<file path="src/rtl/cmd_host_seq_if.sv">
// ----------------------------------------------------------------------------
// cmd_host_seq_if
// Bundles the host request/status signals, the byte-level UART transceiver
// handshake and the dump buffer write port of cmd_host_seq.
//   host side : cmd, start -> ; <- busy, done, err, resp
//   uart side : <- tx_data, trmt ; tx_done -> ; rx_data, rx_rdy -> ; <- clr_rx_rdy
//   dump port : <- dump_we, dump_addr, dump_data
// modport slave  : the sequencer (cmd_host_seq)
// modport master : whatever drives the sequencer (host controller + transceiver)
// ----------------------------------------------------------------------------
interface cmd_host_seq_if #(
    parameter int LOG2 = 9
);
    logic [15:0]     cmd;
    logic            start;
    logic            busy;
    logic            done;
    logic            err;
    logic [7:0]      resp;
    logic [7:0]      tx_data;
    logic            trmt;
    logic            tx_done;
    logic [7:0]      rx_data;
    logic            rx_rdy;
    logic            clr_rx_rdy;
    logic            dump_we;
    logic [LOG2-1:0] dump_addr;
    logic [7:0]      dump_data;

    modport master (
        output cmd, start, tx_done, rx_data, rx_rdy,
        input  busy, done, err, resp, tx_data, trmt, clr_rx_rdy,
               dump_we, dump_addr, dump_data
    );

    modport slave (
        input  cmd, start, tx_done, rx_data, rx_rdy,
        output busy, done, err, resp, tx_data, trmt, clr_rx_rdy,
               dump_we, dump_addr, dump_data
    );
endinterface

</file>
<file path="src/rtl/cmd_host_seq.sv">
// ----------------------------------------------------------------------------
// cmd_host_seq
// Host-side initiator for the analyzer command protocol. A 16-bit command is
// sent as two UART bytes (high byte first); rd/wr commands then collect one
// reply byte, a dump collects ENTRIES bytes and streams them to a buffer.
// Ports:
//   i_clk  system clock
//   i_rst  asynchronous reset, active high
//   bus    cmd_host_seq_if.slave:
//          cmd[15:14] opcode (00 rd, 01 wr, 10 dump, 11 illegal), start,
//          busy, done (1-cycle), err (valid with done), resp (last reply),
//          tx_data/trmt/tx_done (transmit), rx_data/rx_rdy/clr_rx_rdy
//          (receive), dump_we/dump_addr/dump_data (dump buffer write port)
// ----------------------------------------------------------------------------
module cmd_host_seq #(
    parameter int ENTRIES = 384,
    parameter int LOG2    = 9,
    parameter int TIMEOUT = 1_000_000,
    parameter int TO_W    = 20
) (
    input  logic          i_clk,
    input  logic          i_rst,
    cmd_host_seq_if.slave bus
);
    typedef enum logic [2:0] {
        S_IDLE    = 3'd0,
        S_TX_HI   = 3'd1,
        S_WT_HI   = 3'd2,
        S_TX_LO   = 3'd3,
        S_WT_LO   = 3'd4,
        S_RX_RESP = 3'd5,
        S_RX_DUMP = 3'd6,
        S_FIN     = 3'd7
    } state_t;

    localparam logic [1:0]      OP_WR    = 2'b01;
    localparam logic [1:0]      OP_DUMP  = 2'b10;
    localparam logic [1:0]      OP_ILL   = 2'b11;
    localparam logic [7:0]      BYTE_NAK = 8'hEE;
    localparam logic [7:0]      BYTE_ACK = 8'hA5;
    localparam logic [LOG2-1:0] LAST_IDX = LOG2'(ENTRIES - 1);
    localparam logic [TO_W-1:0] TO_LAST  = TO_W'(TIMEOUT - 1);

    state_t          r_state;
    logic [1:0]      r_op;
    logic [7:0]      r_lo;
    logic [LOG2-1:0] r_idx;
    logic [TO_W-1:0] r_to_cnt;
    logic            r_busy;
    logic            r_done;
    logic            r_err;
    logic [7:0]      r_resp;
    logic [7:0]      r_tx_data;
    logic            r_trmt;
    logic            r_dump_we;
    logic [LOG2-1:0] r_dump_addr;
    logic [7:0]      r_dump_data;

    logic            w_reject;
    logic            w_clr_rx_rdy;
    logic            w_to_expired;

    // Local reject of a command: illegal opcode or dump with a code outside 1..5
    always_comb begin
        w_reject = 1'b0;
        case (bus.cmd[15:14])
            OP_ILL:  w_reject = 1'b1;
            OP_DUMP: w_reject = (bus.cmd[10:8] == 3'd0) || (bus.cmd[10:8] > 3'd5);
            default: w_reject = 1'b0;
        endcase
    end

    // Every busy state consumes (or discards) a pending rx byte in the same cycle
    always_comb begin
        w_clr_rx_rdy = 1'b0;
        case (r_state)
            S_IDLE, S_FIN: w_clr_rx_rdy = 1'b0;
            default:       w_clr_rx_rdy = bus.rx_rdy;
        endcase
    end

    assign w_to_expired = (r_to_cnt == TO_LAST);

    // Transfer sequencer: state, timeout counter and all registered outputs
    always_ff @(posedge i_clk or posedge i_rst) begin
        if (i_rst) begin
            r_state     <= S_IDLE;
            r_op        <= 2'b00;
            r_lo        <= 8'h00;
            r_idx       <= '0;
            r_to_cnt    <= '0;
            r_busy      <= 1'b0;
            r_done      <= 1'b0;
            r_err       <= 1'b0;
            r_resp      <= 8'h00;
            r_tx_data   <= 8'h00;
            r_trmt      <= 1'b0;
            r_dump_we   <= 1'b0;
            r_dump_addr <= '0;
            r_dump_data <= 8'h00;
        end else begin
            // strobes default low; states raise them for exactly one cycle
            r_trmt    <= 1'b0;
            r_done    <= 1'b0;
            r_dump_we <= 1'b0;
            case (r_state)
                S_IDLE: begin
                    if (bus.start) begin
                        r_op     <= bus.cmd[15:14];
                        r_lo     <= bus.cmd[7:0];
                        r_idx    <= '0;
                        r_to_cnt <= '0;
                        if (w_reject) begin
                            r_state <= S_FIN;
                            r_done  <= 1'b1;
                            r_err   <= 1'b1;
                        end else begin
                            r_state   <= S_TX_HI;
                            r_busy    <= 1'b1;
                            r_err     <= 1'b0;
                            r_trmt    <= 1'b1;
                            r_tx_data <= bus.cmd[15:8];
                        end
                    end else begin
                        r_state <= S_IDLE;
                    end
                end
                S_TX_HI: begin
                    r_state  <= S_WT_HI;
                    r_to_cnt <= '0;
                end
                S_WT_HI: begin
                    if (bus.tx_done) begin
                        r_state   <= S_TX_LO;
                        r_trmt    <= 1'b1;
                        r_tx_data <= r_lo;
                        r_to_cnt  <= '0;
                    end else if (bus.rx_rdy) begin
                        r_to_cnt <= '0;
                    end else if (w_to_expired) begin
                        r_state <= S_FIN;
                        r_done  <= 1'b1;
                        r_err   <= 1'b1;
                        r_busy  <= 1'b0;
                    end else begin
                        r_to_cnt <= r_to_cnt + TO_W'(1);
                    end
                end
                S_TX_LO: begin
                    r_state  <= S_WT_LO;
                    r_to_cnt <= '0;
                end
                S_WT_LO: begin
                    if (bus.tx_done) begin
                        r_state  <= (r_op == OP_DUMP) ? S_RX_DUMP : S_RX_RESP;
                        r_to_cnt <= '0;
                    end else if (bus.rx_rdy) begin
                        r_to_cnt <= '0;
                    end else if (w_to_expired) begin
                        r_state <= S_FIN;
                        r_done  <= 1'b1;
                        r_err   <= 1'b1;
                        r_busy  <= 1'b0;
                    end else begin
                        r_to_cnt <= r_to_cnt + TO_W'(1);
                    end
                end
                S_RX_RESP: begin
                    if (bus.rx_rdy) begin
                        // a write must be acknowledged; NAK fails any command
                        r_resp  <= bus.rx_data;
                        r_err   <= (bus.rx_data == BYTE_NAK) ||
                                   ((r_op == OP_WR) && (bus.rx_data != BYTE_ACK));
                        r_state <= S_FIN;
                        r_done  <= 1'b1;
                        r_busy  <= 1'b0;
                    end else if (w_to_expired) begin
                        r_state <= S_FIN;
                        r_done  <= 1'b1;
                        r_err   <= 1'b1;
                        r_busy  <= 1'b0;
                    end else begin
                        r_to_cnt <= r_to_cnt + TO_W'(1);
                    end
                end
                S_RX_DUMP: begin
                    if (bus.rx_rdy) begin
                        // dump bytes are raw data: no NAK interpretation
                        r_dump_we   <= 1'b1;
                        r_dump_addr <= r_idx;
                        r_dump_data <= bus.rx_data;
                        r_to_cnt    <= '0;
                        if (r_idx == LAST_IDX) begin
                            r_state <= S_FIN;
                            r_done  <= 1'b1;
                            r_err   <= 1'b0;
                            r_busy  <= 1'b0;
                        end else begin
                            r_idx <= r_idx + LOG2'(1);
                        end
                    end else if (w_to_expired) begin
                        r_state <= S_FIN;
                        r_done  <= 1'b1;
                        r_err   <= 1'b1;
                        r_busy  <= 1'b0;
                    end else begin
                        r_to_cnt <= r_to_cnt + TO_W'(1);
                    end
                end
                S_FIN: begin
                    r_state <= S_IDLE;
                    r_err   <= 1'b0;
                end
                default: begin
                    r_state <= S_IDLE;
                    r_busy  <= 1'b0;
                end
            endcase
        end
    end

    assign bus.busy       = r_busy;
    assign bus.done       = r_done;
    assign bus.err        = r_err;
    assign bus.resp       = r_resp;
    assign bus.tx_data    = r_tx_data;
    assign bus.trmt       = r_trmt;
    assign bus.clr_rx_rdy = w_clr_rx_rdy;
    assign bus.dump_we    = r_dump_we;
    assign bus.dump_addr  = r_dump_addr;
    assign bus.dump_data  = r_dump_data;
endmodule

</file>
<file path="src/flat_wrapper.sv">
// flat-port wrapper written by rule: the top's interface ports become plain ports
module cmd_host_seq_flat 
#(
    parameter int ENTRIES = 384,
    parameter int LOG2    = 9,
    parameter int TIMEOUT = 1_000_000,
    parameter int TO_W    = 20
)
  (i_clk, i_rst, bus_cmd, bus_start, bus_tx_done, bus_rx_data, bus_rx_rdy, bus_busy, bus_done, bus_err, bus_resp, bus_tx_data, bus_trmt, bus_clr_rx_rdy, bus_dump_we, bus_dump_addr, bus_dump_data);
  cmd_host_seq_if #(.LOG2(LOG2)) bus_i ();
  input  logic i_clk;
  input  logic i_rst;
  input wire logic [$bits(bus_i.cmd)-1:0] bus_cmd;
  input wire logic [$bits(bus_i.start)-1:0] bus_start;
  input wire logic [$bits(bus_i.tx_done)-1:0] bus_tx_done;
  input wire logic [$bits(bus_i.rx_data)-1:0] bus_rx_data;
  input wire logic [$bits(bus_i.rx_rdy)-1:0] bus_rx_rdy;
  output wire logic [$bits(bus_i.busy)-1:0] bus_busy;
  output wire logic [$bits(bus_i.done)-1:0] bus_done;
  output wire logic [$bits(bus_i.err)-1:0] bus_err;
  output wire logic [$bits(bus_i.resp)-1:0] bus_resp;
  output wire logic [$bits(bus_i.tx_data)-1:0] bus_tx_data;
  output wire logic [$bits(bus_i.trmt)-1:0] bus_trmt;
  output wire logic [$bits(bus_i.clr_rx_rdy)-1:0] bus_clr_rx_rdy;
  output wire logic [$bits(bus_i.dump_we)-1:0] bus_dump_we;
  output wire logic [$bits(bus_i.dump_addr)-1:0] bus_dump_addr;
  output wire logic [$bits(bus_i.dump_data)-1:0] bus_dump_data;
  assign bus_i.cmd = bus_cmd;
  assign bus_i.start = bus_start;
  assign bus_i.tx_done = bus_tx_done;
  assign bus_i.rx_data = bus_rx_data;
  assign bus_i.rx_rdy = bus_rx_rdy;
  assign bus_busy = bus_i.busy;
  assign bus_done = bus_i.done;
  assign bus_err = bus_i.err;
  assign bus_resp = bus_i.resp;
  assign bus_tx_data = bus_i.tx_data;
  assign bus_trmt = bus_i.trmt;
  assign bus_clr_rx_rdy = bus_i.clr_rx_rdy;
  assign bus_dump_we = bus_i.dump_we;
  assign bus_dump_addr = bus_i.dump_addr;
  assign bus_dump_data = bus_i.dump_data;
  cmd_host_seq #(.ENTRIES(ENTRIES), .LOG2(LOG2), .TIMEOUT(TIMEOUT), .TO_W(TO_W)) u_core (.i_clk(i_clk), .i_rst(i_rst), .bus(bus_i));
endmodule
</file>
<file path="config.mk">
export PLATFORM = sky130hd
export DESIGN_NAME = cmd_host_seq_flat
export DESIGN_NICKNAME = d
export VERILOG_FILES = /design/src/rtl/cmd_host_seq_if.sv /design/src/rtl/cmd_host_seq.sv /design/src/flat_wrapper.sv
export SDC_FILE = /design/constraint.sdc
export NUM_CORES = 1
export LEC_CHECK = 0
export CORE_UTILIZATION = 50
export CTS_BUF_LIST = sky130_fd_sc_hd__clkbuf_16
export DETAILED_ROUTE_END_ITERATION = 8
export PLACE_DENSITY = 0.79
export RECOVER_POWER = 50
export SYNTH_ARGS = -nofsm -noshare
export SYNTH_HDL_FRONTEND = slang
export SYNTH_SLANG_ARGS = --single-unit
</file>
<file path="constraint.sdc">
create_clock -name i_clk -period 7.05 [get_ports i_clk]
set_input_delay 0.705 -clock i_clk [delete_from_list [all_inputs] [get_ports i_clk]]
set_output_delay 0.705 -clock i_clk [all_outputs]
set_load 0.01 [all_outputs]
</file>
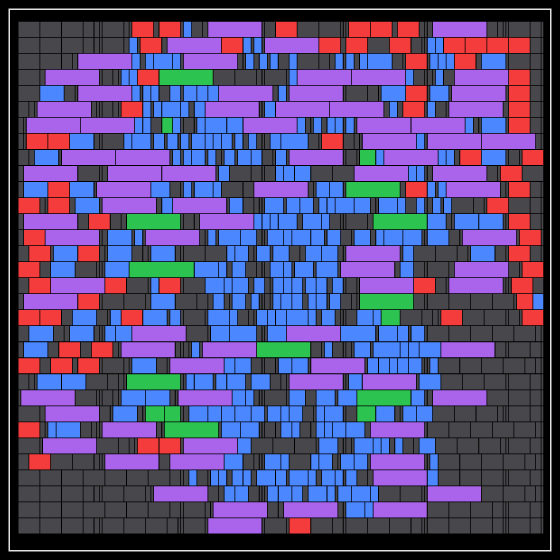
run_1/class_map.png
Fill, decap, tap and diode cells in gray.
[remaining buffers and delay cells] red | cells: 68 | share of their area: 14%
[registers] purple | cells: 80 | share of their area: 41%
[remaining logic cells] blue | cells: 310 | share of their area: 39%
[clock drivers and dummy loads] green | cells: 16 | share of their area: 6.1%

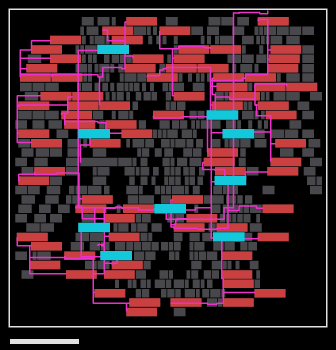
run_1/clock_wires.png
Bar = 20 um.
[flip-flops] red | count: 80
[clock-net drivers] cyan | count: 9
[clock wires] magenta | length: 957 um
routed clock nets: 10

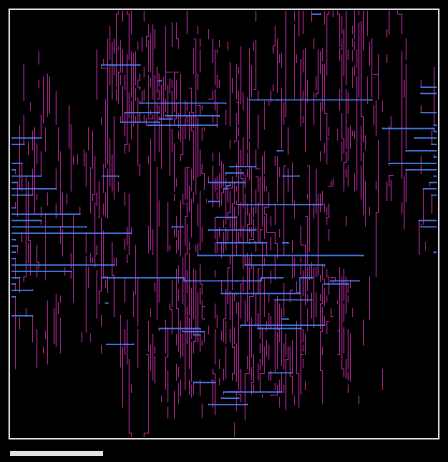
run_1/layers.png
Bar = 20 um. Only two layers are drawn.
[M3] blue | wire length: 601 um
[M2] magenta | wire length: 4140 um

==> results.json, run 1 <==
{
  "dominant_cells": "registers",
  "mux_share": 0.0949,
  "syn_area_per_cell_um2": 9.86,
  "ys_types": 62,
  "cts_buffers": 9,
  "grt_pass1_vias": 3294,
  "grt_pass1_wl_um": 15500,
  "syn2layout_area_growth_pct": 25.5,
  "worst_setup_path_start_kind": "input port",
  "ys_cells": 408,
  "clock_skew_ns": 0.00927,
  "yosys.area.top_type": "dfrtp_1",
  "fmax_mhz": 297,
  "clkTransAtPathRegs_ns": 0.07,
  "drive_gt1_frac": 0.118,
  "dp_cells": 560,
  "bufAreaShareNonClock": 0.134,
  "drtPass1Iterations": 5,
  "ir_worst_vdd_uv": 196,
  "taps": 102,
  "fillers": 624,
  "grt.total_usage": 0.232,
  "drtAntennaViolNets": 0,
  "nNetsFinal": 500,
  "largest_reg_flops": 20,
  "clock_area_frac": 0.0598,
  "rsz0062_at_grt": "false",
  "combPwrFrac": 0.372,
  "hold_end": "u_core.bus.dump_addr[2]$_DFFE_PP0P_",
  "rows": 32,
  "reg2reg_from": "u_core.r_state[2]$_DFFE_PP0N_",
  "cts_tree": "built",
  "antenna_found_initial": 0,
  "overflow": 0,
  "power-top-group": "sequential cells",
  "log.warning_count": 26,
  "postSynthCellCount": 408,
  "async_flop_share": 1.00,
  "ctsResizeCount": 0,
  "p_comb_uw": 702,
  "p_int_uw": 1230,
  "hold_buffers": 0,
  "fp.coreArea_um2": 7770,
  "switching_share": 0.350,
  "die_w_um": 91.7,
  "min_period_ns": 3.37,
  "power.share.clock": 0.249,
  "yosysChipArea_um2": 4020,
  "layout.comb_gates.multi_input": 301,
  "regArea_um2": 2000,
  "initialDrtViolationCount": 271,
  "report.final.slew_viol_count": 0,
  "dp_hpwl_um": 6090,
  "whs_ns": 0.467,
  "fa_ha_area_frac": 0.00871,
  "simple_gate_share": 0.213,
  "cts_root_buf": "clkbuf_16",
  "worst_pin_slew_ns": 1.02,
  "final_cells": 576,
  "synth-compound-area-share": 0.123,
  "die_area_um2": 8410,
  "powerDensity_nw_per_um2": 374,
  "comb_area_frac": 0.377,
  "holdCritPathClass": "register to register",
  "seq_cell_power_uw": 715,
  "comb_area_um2": 1900,
  "drv_cap": 0,
  "grt_max_degree": 81,
  "yosys-top-cells-area": "dfrtp_1 (50%), mux2_2 (8.4%), nand2_1 (7.5%)",
  "regMostFlops": "u_core.r_to_cnt",
  "fin_util": 0.649,
  "io_buffers": 67,
  "fin_setup_tns_ns": 0,
  "ys.flops": 80,
  "finalClockPeriodUsage": 0.477,
  "gp_congestion": 0.844,
  "io_pins": 68,
  "p_clk_uw": 469,
  "ys_top_cells_by_count": "dfrtp_1 (80), nand2_1 (80), mux2_2 (30), nor2_1 (30), o21ai_0 (22)",
  "clkLatencyLatePin_ns": 0.34,
  "status": "complete, no violations",
  "cts.sinks": 80
}
-- run 1: layout by cell type (no fill, tap or decap), types with 3 or more instances in the layout --
cell type	count
xor2_1	9
a31oi_1	3
a21oi_1	9
a211o_1	3
nand4_1	7
xnor2_1	6
nand2_1	80
or3_1	3
or4_1	3
nand4b_1	3
and3_1	6
a21o_1	3
dfrtp_1	80
mux2_1	3
dlygate4sd3_1	20
mux2_2	30
inv_6	3
nor3_1	3
clkdlybuf4s50_1	47
o211ai_1	4
clkbuf_16	9
nand3_1	11
nor2b_1	5
o2111ai_1	6
inv_1	6
nand2b_1	3
nor4_1	5
o21ai_0	22
nor4b_1	4
nor2_1	30
and2_1	4
-- run 1: per-layer routing --
layer / up-vias / track usage
li1: 1572 / -
met1: 1588 / 0.320
met2: 124 / 0.363
met3: 14 / 0.0431
met4: 0 / 0.0966
met5: - / 0
-- run 1: worst max-delay path by stage --
| stage | cells after the start | startpoint | to |
|---|---|---|---|
| 2_1_floorplan | 1 | i_rst | u_core.bus.busy$_DFFE_PP0P_ |
| 3_3_place_gp | 6 | bus_rx_rdy | u_core.r_idx[4]$_DFFE_PP0P_ |
| 3_5_place_dp | 6 | bus_rx_rdy | u_core.r_idx[4]$_DFFE_PP0P_ |
| 4_1_cts | 6 | bus_rx_rdy | u_core.r_idx[4]$_DFFE_PP0P_ |
| 5_1_grt | 6 | bus_rx_rdy | u_core.r_idx[4]$_DFFE_PP0P_ |
| 6_report | 6 | bus_rx_rdy | u_core.r_idx[4]$_DFFE_PP0P_ |
-- run 1: critical path: stages --
cell and delay [ns]:
clkdlybuf4s50_1 0.71, nand4b_1 0.78, a21oi_1 0.69, nor2_2 0.17, or4_1 0.52, nand2_1 0.07
run_1/clock_nets.png
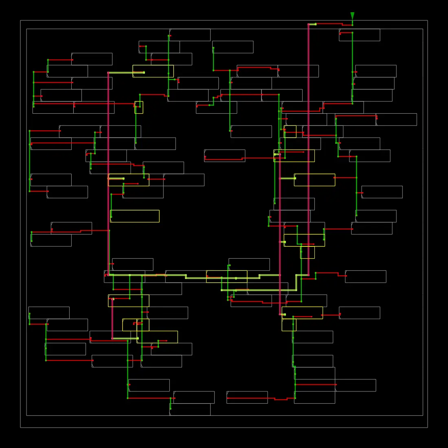

==> run 1 -> run 2 <==
==> constraint.sdc (replaced) <==
create_clock -name i_clk -period 3.1 [get_ports i_clk]
set_input_delay 0.31 -clock i_clk [delete_from_list [all_inputs] [get_ports i_clk]]
set_output_delay 0.31 -clock i_clk [all_outputs]
set_load 0.01 [all_outputs]
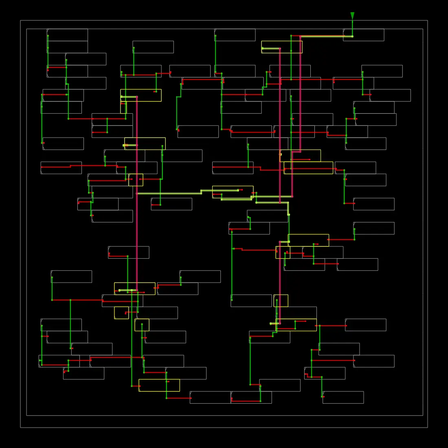
run_2/clock_nets.png
number of clock-tree buffers in the layout: 9
TritonCTS Buffers: 9
clk_skew: 0.00881 ns

==> run 2 against run 1 <==
Compared with the run above:
- the flow now finishes with violations (max-capacitance violations, max-slew violations)
- non-clock buffer count increased by 4
- clock power increased by 130%
- worst setup slack got worse by 3.1 ns
- critical endpoint is now bus_clr_rx_rdy
- critical path type is now register to output pin
- total power increased by 130%
- utilization increased by 0.56 points
==> results.json, run 2 <==
{
  "status": "complete, but fails checks",
  "violations": "max-capacitance violations, max-slew violations",
  "globalRouteMet1Util": 0.333,
  "dominant_cells": "registers",
  "powerDensity_nw_per_um2": 856,
  "async_flop_share": 1.00,
  "use_met2": 0.371,
  "dp_hpwl_um": 6450,
  "ys.flops": 80,
  "comb_area_um2": 1900,
  "report.final.slew_viol_count": 34,
  "ys_cells": 408,
  "ir_worst_vdd_uv": 405,
  "comb_area_frac": 0.373,
  "layout.comb_gates.multi_input": 301,
  "syn_area_per_cell_um2": 9.86,
  "regArea_um2": 2000,
  "bufAreaShareNonClock": 0.142,
  "cts.sinks": 80,
  "hold_depth": 2,
  "clock_area_frac": 0.0595,
  "fillers": 622,
  "antenna_found_initial": 0,
  "drtPass1Iterations": 5,
  "fin_util": 0.655,
  "fin_area_um2": 5090,
  "grt_max_degree": 48,
  "drtAntennaViolNets": 0,
  "grt_pass1_wl_um": 15800,
  "ys_top_cells_by_count": "dfrtp_1 (80), nand2_1 (80), mux2_2 (30), nor2_1 (30), o21ai_0 (22)",
  "final_cells": 580,
  "yosysChipArea_um2": 4020,
  "holdCritPathClass": "register to register",
  "cts_tree": "built",
  "die_w_um": 91.7,
  "power_uw": 4360,
  "fin_setup_tns_ns": 0,
  "largest_reg_flops": 20,
  "reg2reg_from": "u_core.r_state[1]$_DFFE_PP0N_",
  "grt.total_usage": 0.239,
  "yosys-top-cells-area": "dfrtp_1 (50%), mux2_2 (8.4%), nand2_1 (7.5%)",
  "cts_root_buf": "clkbuf_16",
  "hold_buffers": 0,
  "rsz0062_at_grt": "false",
  "fp.coreArea_um2": 7770,
  "ctsResizeCount": 0,
  "whs_ns": 0.467,
  "io_buffers": 67,
  "log.warning_count": 26,
  "met3_usage": 0.0373,
  "clkLatencyLatePin_ns": 0.34,
  "die_area_um2": 8410,
  "min_period_ns": 2.54,
  "dp_cells": 564,
  "worst_pin_slew_ns": 1.58,
  "nNetsFinal": 504,
  "cpPeakStageDelay_ns": 0.58,
  "taps": 102,
  "critical_path.cell_chain": "or3_1, and3_1, clkdlybuf4s50_1",
  "syn_nets": 439,
  "grt_busiest_layer": "met2",
  "io_pins": 68,
  "gp_congestion": 0.877,
  "hold_end": "u_core.bus.dump_addr[8]$_DFFE_PP0P_",
  "yosys.area.top_type": "dfrtp_1",
  "ys_types": 62,
  "drv_cap": 1,
  "drive_gt1_frac": 0.123,
  "clkTransAtPathRegs_ns": 0.07,
  "postSynthCellCount": 408,
  "crit_path_top_delay_cell": "or3_1"
}
-- run 2: worst max-delay path: cells and delay by family (launching register included) --
kind / cells / cell delay [ns]
DFF: 1 / 0.57
and+or+nand+nor: 2 / 0.83
buffers and inverters: 1 / 0.48
-- run 2: worst max path at each step --
stage | startpoint | endpoint | cells after the start | slack [ns]
after detailed placement | bus_rx_rdy | u_core.bus.busy$_DFFE_PP0P_ | 7 | 0.50
final | u_core.r_state[1]$_DFFE_PP0N_ | bus_clr_rx_rdy | 3 | 0.56
after global routing | u_core.r_state[0]$_DFFE_PP0N_ | bus_clr_rx_rdy | 3 | 0.50
after global placement | bus_rx_rdy | u_core.bus.busy$_DFFE_PP0P_ | 7 | 0.60
after CTS | u_core.r_state[1]$_DFFE_PP0N_ | bus_clr_rx_rdy | 3 | 0.56
after floorplan | i_rst | u_core.bus.busy$_DFFE_PP0P_ | 1 | 0.74
-- run 2: cell families (layout without fill, tap and decap cells) --
| logic type | after synthesis | count (layout) | synth area share |
|---|---|---|---|
| muxes | 34 | 34 | 0.0949 |
| xor gates and xnor gates | 15 | 15 | 0.0327 |
| and+or+nand+nor | 177 | 177 | 0.213 |
| buffers and inverters | 27 | 97 | 0.0296 |
| AOI/OAI and AO/OA | 72 | 72 | 0.123 |
| adders and majority gates | 3 | 3 | 0.00871 |
| DFF | 80 | 80 | 0.498 |
-- run 2: report_power, final --
part	leakage, uW	total (uW)	switching (uW)	internal [uW]
sequential	0.00104	1620	265	1360
combinational	0.00104	1670	841	834
clock	0.000148	1060	430	630
-- run 2: per-layer routing --
| layer | up-vias | wire length (um) |
|---|---|---|
| met1 | 1632 | 4220 |
| met3 | 17 | 519 |
| li1 | 1588 | - |
| met2 | 120 | 4330 |
| met5 | - | 0 |
| met4 | 0 | 204 |
Power is estimated from default activity; no workload was simulated.
